==> src/rtl/pc_seq_pkg.sv <==
// Shared definitions for the fetch-stage program-counter sequencer.
//   - default reset / interrupt / exception vectors (32-bit; narrowed by users)
//   - default sequential increment
//   - next-PC source enum and a helper classifying redirecting sources
package pc_seq_pkg;

  localparam logic [31:0] DEF_RESET_PC    = 32'h8000_0000;
  localparam logic [31:0] DEF_IRQ_VECTOR  = 32'h8000_0004;
  localparam logic [31:0] DEF_EXC_VECTOR  = 32'h8000_0008;
  localparam int          DEF_INSTR_BYTES = 4;

  typedef enum logic [2:0] {
    SRC_SEQ,
    SRC_HOLD,
    SRC_JMP,
    SRC_BR,
    SRC_ERET,
    SRC_IRQ,
    SRC_EXC
  } pc_src_e;

  // Any source other than sequential advance or hold breaks the fetch stream.
  function automatic logic is_redirect(pc_src_e src);
    return !(src == SRC_SEQ || src == SRC_HOLD);
  endfunction

endpackage

==> src/rtl/pc_next_sel.sv <==
// Combinational next-PC selector.
// Encodes the redirect priority: exception, interrupt, eret, branch, jump,
// hold, sequential.
// Ports:
//   pc_i, pc_plus_i        current PC and its sequential successor
//   hold_i                 fetch stall
//   br_valid_i/br_target_i taken branch from EX
//   jmp_valid_i/jmp_target_i jump from ID
//   exc_valid_i            exception from ID
//   eret_i                 return-from-exception from ID
//   kernel_i, irq_pend_i, epc_i  architectural state feeding the decision
//   src_o                  chosen next-PC source
//   next_pc_o              PC to load on the next edge
//   fall_pc_o              PC the lower-priority sources (eret..seq) would
//                          produce; saved as EPC when an interrupt is taken
module pc_next_sel
  import pc_seq_pkg::*;
#(
  parameter int               WIDTH      = 32,
  parameter logic [WIDTH-1:0] IRQ_VECTOR = WIDTH'(DEF_IRQ_VECTOR),
  parameter logic [WIDTH-1:0] EXC_VECTOR = WIDTH'(DEF_EXC_VECTOR)
) (
  input  logic [WIDTH-1:0] pc_i,
  input  logic [WIDTH-1:0] pc_plus_i,
  input  logic             hold_i,
  input  logic             br_valid_i,
  input  logic [WIDTH-1:0] br_target_i,
  input  logic             jmp_valid_i,
  input  logic [WIDTH-1:0] jmp_target_i,
  input  logic             exc_valid_i,
  input  logic             eret_i,
  input  logic             kernel_i,
  input  logic             irq_pend_i,
  input  logic [WIDTH-1:0] epc_i,
  output pc_src_e          src_o,
  output logic [WIDTH-1:0] next_pc_o,
  output logic [WIDTH-1:0] fall_pc_o
);

  pc_src_e fall_src;

  always_comb begin
    // Lower-priority choice first; it doubles as the interrupt return address.
    fall_src  = SRC_SEQ;
    fall_pc_o = pc_plus_i;
    if (eret_i && kernel_i) begin
      fall_src  = SRC_ERET;
      fall_pc_o = epc_i;
    end else if (br_valid_i) begin
      // Branch comes from the older instruction in EX, so it beats hold and jump.
      fall_src  = SRC_BR;
      fall_pc_o = br_target_i;
    end else if (jmp_valid_i && !hold_i) begin
      // A stalled ID re-presents the jump, so it is dropped under hold.
      fall_src  = SRC_JMP;
      fall_pc_o = jmp_target_i;
    end else if (hold_i) begin
      fall_src  = SRC_HOLD;
      fall_pc_o = pc_i;
    end

    src_o     = fall_src;
    next_pc_o = fall_pc_o;
    if (exc_valid_i) begin
      src_o     = SRC_EXC;
      next_pc_o = EXC_VECTOR;
    end else if (irq_pend_i && !kernel_i && !hold_i) begin
      src_o     = SRC_IRQ;
      next_pc_o = IRQ_VECTOR;
    end
  end

endmodule

==> src/rtl/pc_sequencer.sv <==
// Program-counter sequencer for the fetch stage.
// Holds the PC, kernel-mode bit, exception PC, latched interrupt-pending flag
// and a one-cycle redirect indication for the hazard unit.
// Ports:
//   clk, reset             clock; synchronous active-high reset
//   hold                   fetch stall
//   br_valid/br_target     taken branch (EX)
//   jmp_valid/jmp_target   jump (ID)
//   exc_valid/exc_pc       illegal instruction and its PC (ID)
//   eret                   return-from-exception (ID)
//   irq                    level interrupt request
//   pc_o, pc_plus_o        fetch address and its sequential successor
//   kernel_o, epc_o        kernel-mode flag and saved return address
//   irq_pend_o             interrupt latched but not yet taken
//   redirect_o             one cycle high after any non-sequential update
module pc_sequencer
  import pc_seq_pkg::*;
#(
  parameter int               WIDTH       = 32,
  parameter logic [WIDTH-1:0] RESET_PC    = WIDTH'(DEF_RESET_PC),
  parameter logic [WIDTH-1:0] IRQ_VECTOR  = WIDTH'(DEF_IRQ_VECTOR),
  parameter logic [WIDTH-1:0] EXC_VECTOR  = WIDTH'(DEF_EXC_VECTOR),
  parameter int               INSTR_BYTES = DEF_INSTR_BYTES
) (
  input  logic             clk,
  input  logic             reset,
  input  logic             hold,
  input  logic             br_valid,
  input  logic [WIDTH-1:0] br_target,
  input  logic             jmp_valid,
  input  logic [WIDTH-1:0] jmp_target,
  input  logic             exc_valid,
  input  logic [WIDTH-1:0] exc_pc,
  input  logic             eret,
  input  logic             irq,
  output logic [WIDTH-1:0] pc_o,
  output logic [WIDTH-1:0] pc_plus_o,
  output logic             kernel_o,
  output logic [WIDTH-1:0] epc_o,
  output logic             irq_pend_o,
  output logic             redirect_o
);

  logic [WIDTH-1:0] pc_q, pc_d;
  logic             kernel_q, kernel_d;
  logic [WIDTH-1:0] epc_q, epc_d;
  logic             irq_pend_q, irq_pend_d;
  logic             redirect_q, redirect_d;

  pc_src_e          src;
  logic [WIDTH-1:0] next_pc;
  logic [WIDTH-1:0] fall_pc;

  // Wraps modulo 2^WIDTH by construction.
  assign pc_plus_o = pc_q + WIDTH'(INSTR_BYTES);

  pc_next_sel #(
    .WIDTH      (WIDTH),
    .IRQ_VECTOR (IRQ_VECTOR),
    .EXC_VECTOR (EXC_VECTOR)
  ) u_next_sel (
    .pc_i         (pc_q),
    .pc_plus_i    (pc_plus_o),
    .hold_i       (hold),
    .br_valid_i   (br_valid),
    .br_target_i  (br_target),
    .jmp_valid_i  (jmp_valid),
    .jmp_target_i (jmp_target),
    .exc_valid_i  (exc_valid),
    .eret_i       (eret),
    .kernel_i     (kernel_q),
    .irq_pend_i   (irq_pend_q),
    .epc_i        (epc_q),
    .src_o        (src),
    .next_pc_o    (next_pc),
    .fall_pc_o    (fall_pc)
  );

  always_comb begin
    pc_d       = next_pc;
    kernel_d   = kernel_q;
    epc_d      = epc_q;
    redirect_d = is_redirect(src);
    // A still-high irq on the taking edge re-pends the interrupt.
    irq_pend_d = irq || (irq_pend_q && (src != SRC_IRQ));
    case (src)
      SRC_EXC: begin
        kernel_d = 1'b1;
        epc_d    = exc_pc;
      end
      SRC_IRQ: begin
        kernel_d = 1'b1;
        epc_d    = fall_pc;
      end
      SRC_ERET: kernel_d = 1'b0;
      default: ;
    endcase
  end

  always_ff @(posedge clk) begin
    if (reset) begin
      pc_q       <= RESET_PC;
      kernel_q   <= 1'b1;
      epc_q      <= '0;
      irq_pend_q <= 1'b0;
      redirect_q <= 1'b0;
    end else begin
      pc_q       <= pc_d;
      kernel_q   <= kernel_d;
      epc_q      <= epc_d;
      irq_pend_q <= irq_pend_d;
      redirect_q <= redirect_d;
    end
  end

  assign pc_o       = pc_q;
  assign kernel_o   = kernel_q;
  assign epc_o      = epc_q;
  assign irq_pend_o = irq_pend_q;
  assign redirect_o = redirect_q;

endmodule

==> config.mk <==
export PLATFORM = sky130hd
export DESIGN_NAME = pc_sequencer
export DESIGN_NICKNAME = d
export VERILOG_FILES = /design/src/rtl/pc_seq_pkg.sv /design/src/rtl/pc_next_sel.sv /design/src/rtl/pc_sequencer.sv
export SDC_FILE = /design/constraint.sdc
export NUM_CORES = 1
export LEC_CHECK = 0
export CAP_MARGIN = 10
export CORE_MARGIN = 4
export CORE_UTILIZATION = 38
export DETAILED_ROUTE_END_ITERATION = 10
export PLACE_DENSITY = 0.73
export SYNTH_ARGS = -nofsm -noshare
export SYNTH_HDL_FRONTEND = slang
export SYNTH_SLANG_ARGS = --single-unit
==> constraint.sdc <==
create_clock -name clk -period 3.4 [get_ports clk]
set_input_delay 0.34 -clock clk [delete_from_list [all_inputs] [get_ports clk]]
set_output_delay 0.34 -clock clk [all_outputs]
set_load 0.01 [all_outputs]
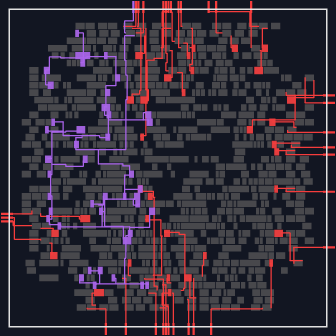
*I/O nets highlighted, run 1*
[purple] `exc_valid` | bits: 1 | direction: input | edge: top | end cells: 42 | buffers: 3 | wire: 489 um
[red] `br_target` | bits: 32 | direction: input | edge: 12 top, 10 bottom, 7 right, 3 left | end cells: 33 | buffers: 32 | wire: 932 um
port buffer count: 202
boundary pin count: 203

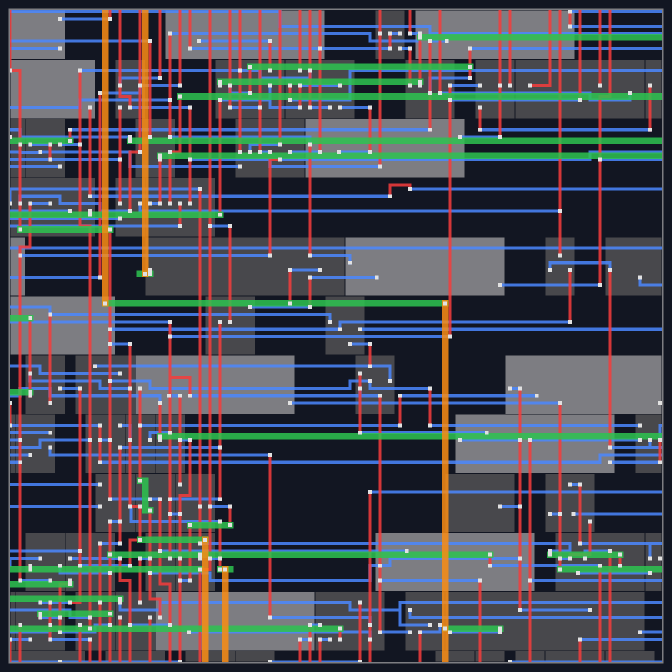
*Layout detail, run 1*
Region (43, 43) to (73, 73) um. Cells in gray, sequential cells in the stronger gray; small squares are vias.
[blue] M1
[green] M3
[orange] M4
[red] M2
cells with their middle in the window: 52
sequential cells in the window: 11
most frequent: dfxtp_1 (11), a21oi_1 (6), o21ai_0 (6)
netlist names of flops here include: `pc_o` (7), `epc_o` (4)

==> impl_metrics.json, run 1 <==
{
  "crit_path_cell_trace": "nand3_2 -> buf_4 -> nor4_4 -> nand4_1 -> xnor2_1 -> clkdlybuf4s50_1",
  "clkbuf_count": 10,
  "comb_area_um2": 2820,
  "dp_slack_ps": 436,
  "grt.met2_usage_pct": 45.7,
  "slew_headroom_pct": 45.7,
  "die_w_um": 116,
  "cp.required_ps": 3060,
  "powerSeq_uw": 894,
  "p_sw_uw": 725,
  "critPathLaunch": "pc_o[4]$_SDFF_PP0_",
  "clock_sinks": 67,
  "sh_seq_area_pct": 19.3,
  "viasPerCell": 6.15,
  "timing.rr.end": "epc_o[22]$_SDFFE_PP0P_",
  "final.setup.tns_ps": 0,
  "synthFlopType": "dfxtp_1",
  "worstSkewPairLatency_ps": 330,
  "syn_area_um2": 4430,
  "area_growth_pct": 56.8,
  "cp_num_cells": 6,
  "cts.clk_slew.worst_paths_ps": 60,
  "warnings": 26,
  "ys_sh_adder_pct": 0.282,
  "leakagePower_nw": 2.62,
  "finalClockPeriodUsage_pct": 95.0,
  "share_seq_of_total_power_pct": 34.2,
  "route.detailed.drc": 0,
  "cts_tree": "built",
  "comb_share_pct": 40.5,
  "fp_util_pct": 38.8,
  "bufAreaShareNonClock_pct": 31.6,
  "ys_sh_xor_pct": 5.28,
  "status": "finished, final reports clean",
  "ys_seq_share_pct": 30.2,
  "setup_viol": 0,
  "worst_slew_pin_slew_ps": 813,
  "top_layer_used": "met4",
  "yosys.area_share.aoi_pct": 28.7
}
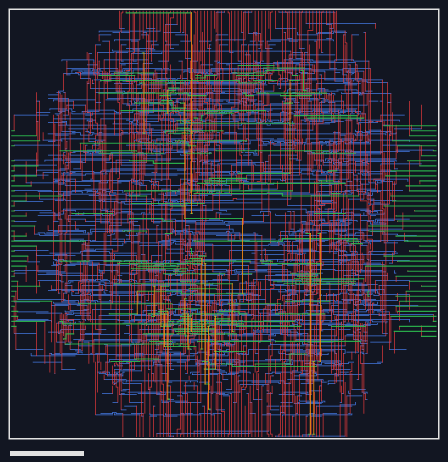
*Wiring by layer, run 1*
Scale bar: 20 um.
[red] M2 | wire length: 9340 um
[blue] M1 | wire length: 8570 um
[orange] M4 | wire length: 455 um
[green] M3 | wire length: 2140 um
detailed-route via count: 5627
wirelength, routed: 20500 um
all-layer global routing usage: 29.4%

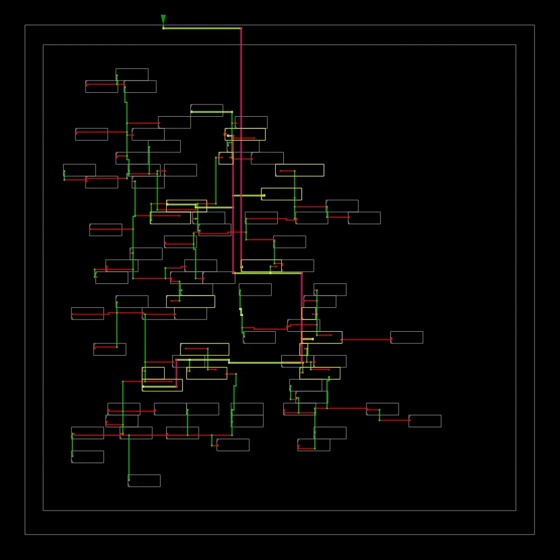
*Clock wiring as the flow saved it, run 1*
Inserted Clock Buffers: 9
Worst Clk Skew: 6.47 ps

==> run 1 -> run 2 <==
- HOLD_SLACK_MARGIN: not set -> 0.12
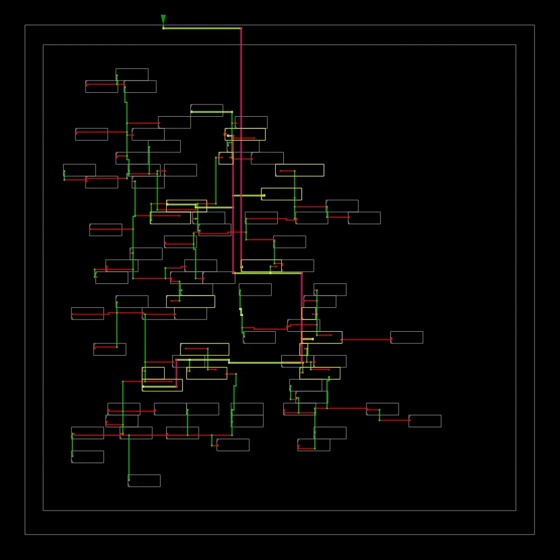
*Clock wiring as the flow saved it, run 2*
power in the clock group: 1.10 mW
flip-flops: 67
clock buffer count in the final layout: 10
CTS Sinks: 67

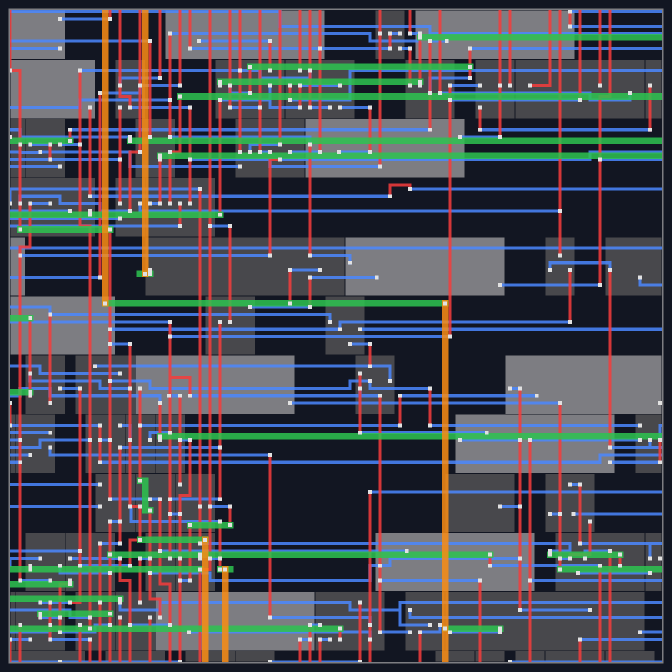
*Layout detail, run 2*
Region (43, 43) to (73, 73) um. Cells in gray, sequential cells in the stronger gray; small squares are vias.
[red] M2
[orange] M4
[green] M3
[blue] M1
sequential cells in the window: 11
netlist names of flops here include: `pc_o` (7), `epc_o` (4)
most frequent: dfxtp_1 (11), a21oi_1 (6), o21ai_0 (6)
cells with their middle in the window: 52

==> run 2 against run 1 <==
  * Final area unchanged
  * Critical path depth unchanged
  * Routed wire length unchanged
  * Total power unchanged
  * Synthesized cell count unchanged
  * Utilization unchanged
  * Sequential power about the same
  * Sequential share of layout area unchanged
  * Clock power about the same
  * Count of clock-buffer cells in the layout unchanged
==> impl_metrics.json, run 2 <==
{
  "ys_seq_share_pct": 30.2,
  "mux_share_pct": 1.41,
  "power_leader": "the clock network",
  "io_buffers": 202,
  "min_to": "pc_o[19]$_SDFF_PP0_",
  "path_max_fanout": 12,
  "clkCellAreaFrac_pct": 5.06,
  "top_cells_by_area": "dfxtp_1 30%, a21oi_1 5.8%, nand2_1 5.3%",
  "viasPerCell": 6.15,
  "register_area_um2": 1340,
  "leakagePower_nw": 2.62,
  "cp-start-kind": "register",
  "final.setup.tns_ps": 0,
  "syn_area_um2": 4430,
  "fp_util_pct": 38.8,
  "area_growth_pct": 56.8,
  "p_sw_share_pct": 27.7,
  "bufAreaShareNonClock_pct": 31.6,
  "top_layer_used": "met4",
  "lay_top_count": "clkdlybuf4s50_1",
  "grt_use_met3_pct": 5.48,
  "met1_usage_pct": 42.3,
  "worstSkewPairLatency_ps": 330,
  "drv_cap": 0,
  "r2r_cells": 7,
  "worst_slew_pin_slew_ps": 813,
  "finalClockPeriodUsage_pct": 95.0,
  "powerSeq_uw": 894,
  "slew_headroom_pct": 45.7,
  "sh_seq_area_pct": 19.3,
  "critPathLaunch": "pc_o[4]$_SDFF_PP0_",
  "post_synth_num_cell_types": 70,
  "grt_pass1_vias": 5272,
  "r2r_setup_slack_ps": 890,
  "grt_usage_pct": 29.4,
  "io_pins": 203,
  "grt_max_degree": 31,
  "cts_setup_buffers": 0,
  "hpwl_um": 15500,
  "status": "finished, final reports clean",
  "intPower_mw": 1.89,
  "num_antenna_cells": 0,
  "synthFlopType": "dfxtp_1",
  "dp_slack_ps": 436,
  "nFillCells": 1026,
  "critPathBufInv": 2,
  "rsz0062_at_grt": "false",
  "fin_skew_ps": 6.47,
  "top_logic_kind": "AND-OR/OR-AND gates",
  "power_frac_comb_pct": 23.7,
  "yosysWarnings": 0,
  "routed_wl_um": 20500,
  "cp_num_cells": 6,
  "route.detailed.drc": 0,
  "ys_sh_xor_pct": 5.28,
  "slowest_delay_ps": 660,
  "worst_slack_ps": 171,
  "busiest_layer": "met2",
  "comb-power_uw": 621,
  "buffers_excl_clock": 224,
  "ys_area_um2": 4430,
  "p_total_mw": 2.62,
  "crit_path_cell_trace": "nand3_2 -> buf_4 -> nor4_4 -> nand4_1 -> xnor2_1 -> clkdlybuf4s50_1",
  "comb_share_pct": 40.5,
  "comb_area_um2": 2820,
  "ir_worst_vdd_uv": 246,
  "setup_viol": 0,
  "vias": 5627,
  "yosys.area_share.aoi_pct": 28.7,
  "warnings": 26,
  "largest_area_cell": "dfxtp_1",
  "cts_tree": "built",
  "p_sw_uw": 725,
  "maxSlewViolCount": 0,
  "arrival_ps": 2890,
  "cts.clk_slew.worst_paths_ps": 60,
  "htreeDepth": 3,
  "share_seq_of_total_power_pct": 34.2,
  "async_flop_share_pct": 0,
  "cp.required_ps": 3060,
  "grt.met2_usage_pct": 45.7,
  "die_w_um": 116,
  "ys_sh_adder_pct": 0.282,
  "cts_buffers": 9,
  "fp-row-count": 39,
  "timing.rr.end": "epc_o[22]$_SDFFE_PP0P_"
}
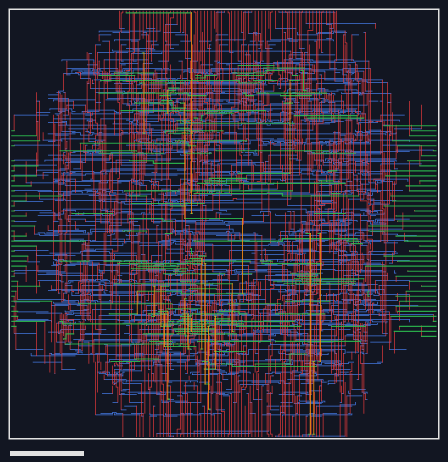
*Wiring by layer, run 2*
Scale bar: 20 um.
[blue] M1 | wire length: 8570 um
[red] M2 | wire length: 9340 um
[orange] M4 | wire length: 455 um
[green] M3 | wire length: 2140 um
wire length per cell: 22.4 um

No activity file was given, so power comes from the tool's default toggle rates.
